### Routed metal, one colour a layer

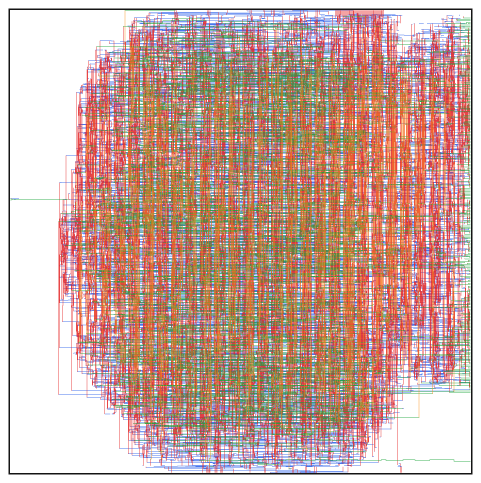
### Metal 3

The bar under the picture is 100 um long.
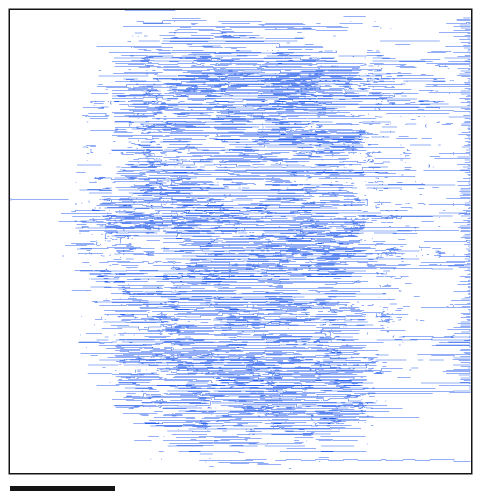
### Placement view

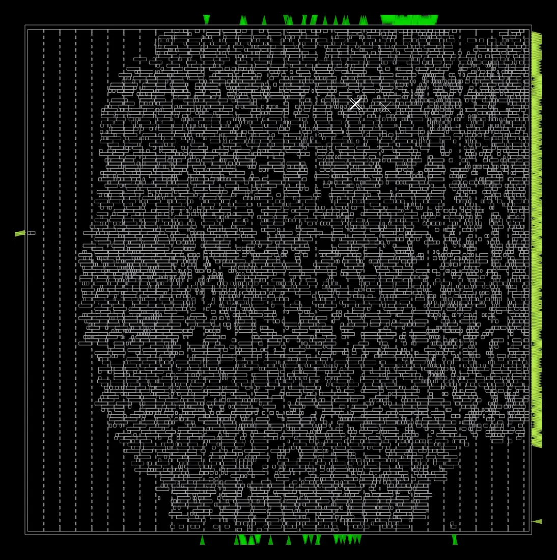
### Close-up of the layout

Window x 198 to 238, y 112 to 152 um. Cells in grey, sequential cells in the stronger grey; small squares are vias.
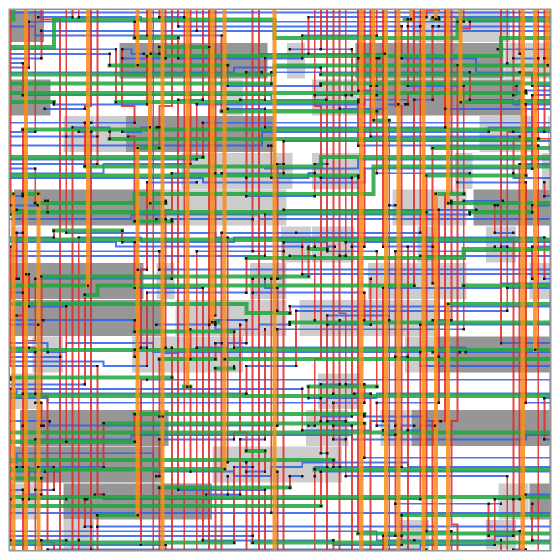
Design decode_stage_p, sky130hd; sources not shown.
==> flow_metrics.tcl <==
# flow metrics
set metrics [dict create \
    final_common_cell "edfxtp_1" \
    setup_viol 6 \
    initCoreUtil 0.3479 \
    maxCapViolCount 4 \
    sequentialPowerShare 0.418 \
    violations "DRC, capacitance limit, slew limit, setup timing" \
    fin_crit_ps 10350 \
    nNetsFinal 6020 \
    drc_errors 7 \
    drive_gt1_frac 0.1808 \
    drt_iter0_drc 11720 \
    status "complete, but fails checks" \
    top_area_cell "edfxtp_1" \
    power_switching_mw 4.484 \
    xor_share 0.01710 \
    maxSlewHeadroom -0.04604 \
    ys_cells 5141 \
    ff2ff_path_depth 14 \
    fp.dieH_um 439 \
    ant_nets 0 \
    logic_family "multiplexers" \
    power.total_mw 13.79 \
    clock_latency_ps 850 \
    final_util 0.4311 \
    cts.htree.levels 4 \
    maxSlewViolCount 7 \
    leakagePower_nw 29.01 \
    worst_slack_ps -346.0 \
    hold_ws_ps 1084 \
    dp_cells 8142 \
    cts-root-buf "clkbuf_16" \
    syn_area_per_cell_sq_um 12.65 \
    critPathArrivalTime_ps 8350 \
    clock.fmax_mhz 96.66 \
    mux_share 0.1822 \
    crit_type "input pin to output pin" \
    path_clk_slew_ps 60 \
    rows 159 \
    top_area_frac 0.4727 \
    core_area_sq_um 187000 \
    synth_seq_share 0.5198 \
    dpl_cell_area_sq_um 74750 \
]
Notes on 'Routed metal, one colour a layer' above:
- met2: red (wire length 170 mm)
- met3: green (wire length 66.0 mm)
- met4: orange (wire length 44.4 mm)
- met1: blue (wire length 136 mm)
Overall Global Routing Usage: 0.4353
routed vias: 57,788
Total Routed Length: 416.1 mm
WL per Instance: 48.95 um

Notes on 'Metal 3' above:
- main direction: horizontal
- longest straight run: 227 um
- nets with wire on the layer: 1,406
met3 Usage GRT: 0.1966

Notes on 'Placement view' above:
tap cells: 2,495
non-filler cells in the finished layout: 8,500
seq_cells: 1,177
sequential share of cell area: 0.4194
Fillers: 17,215

Notes on 'Close-up of the layout' above:
- met4: orange
- met2: red
- met3: green
- met1: blue
- most frequent: and2_1 (16), edfxtp_1 (13), clkbuf_1 (5)
- sequential cells in the window: 13
- cells with their middle in the window: 52

synthesized netlist by cell type (all sizes together) (8+ instances only):
library cell  count
inv              28
o31ai            13
nand2           157
a211oi           18
nand4            25
o21a             16
edfxtp         1024
and3             25
o21bai            9
or3              15
a31oi            20
clkbuf          323
nor4             20
a221oi           28
mux2             21
mux2i           380
nand3            93
nor2b            29
a21o             65
o211ai           15
a21oi           107
and2            946
nor3            139
xnor2            83
buf             178
a22o             36
and3b             9
nand2b           18
a22oi           187
nor2            241
ha               61
o22ai            15
a222oi            9
o2111ai           9
a221o            10
or2               8
mux4            347
o21ai           115
xor2             44
dfxtp           153
a32o             14
final cells by class:
| class | count | area (sq um) | share of cell area |
|---|---|---|---|
| Inverter | 28 | 117.6 | 0.001459 |
| Tap cell | 2495 | 3122 | 0.03872 |
| Multi-Input combinational cell | 3466 | 29760 | 0.3692 |
| Clock inverter | 80 | 709.4 | 0.008800 |
| Clock buffer | 169 | 3580 | 0.04440 |
| Buffer | 499 | 3019 | 0.03745 |
| Timing Repair Buffer | 510 | 6302 | 0.07818 |
| Antenna cell | 76 | 190.2 | 0.002359 |
| Sequential cell | 1177 | 33810 | 0.4194 |
power by group through the flow:
stage               Combinational [mW]  Clock (mW)  Sequential (mW)
global placement                  2.56           0             5.90
detailed placement                2.69           0             5.85
CTS                               2.75        5.00             5.75
global route                      2.92        5.18             5.77
finish                            2.97        5.06             5.76
floorplan                         1.24           0             5.91
worst max-delay path: stages:
cell and delay [ps]:
buf_2 460, buf_4 570, buf_4 510, buf_4 520, buf_2 590, mux2i_1 410
a22oi_1 170, nand3_1 170, nand4_1 390, a21oi_1 320, xnor2_1 160, nor4_2 450
nand3_1 360, nor4_2 380, mux2i_1 240, a211o_1 120, clkdlybuf4s15_2 430
cells by family after synthesis:
group / after synthesis
compound gates: 742
xor+xnor: 127
fa+ha+maj: 63
buf+inv: 529
flops: 1177
mux: 748
other cells: 1
simple gates: 1754
timing repair:
item                                   in CTS  in global routing
resized                                   288                101
setup buffers                              19                 13
endpoints found under the hold margin       0                  0
setup endpoints to repair                  32                 21
pin swaps                                  11                 11
per-layer routing:
metal,GRT usage,vias to the layer above
met5,-,-
met4,0.3716,0
met3,0.1966,1889
met2,0.5964,6183
met1,0.4779,28860
li1,-,20856
Power and IR drop assume default switching activity.
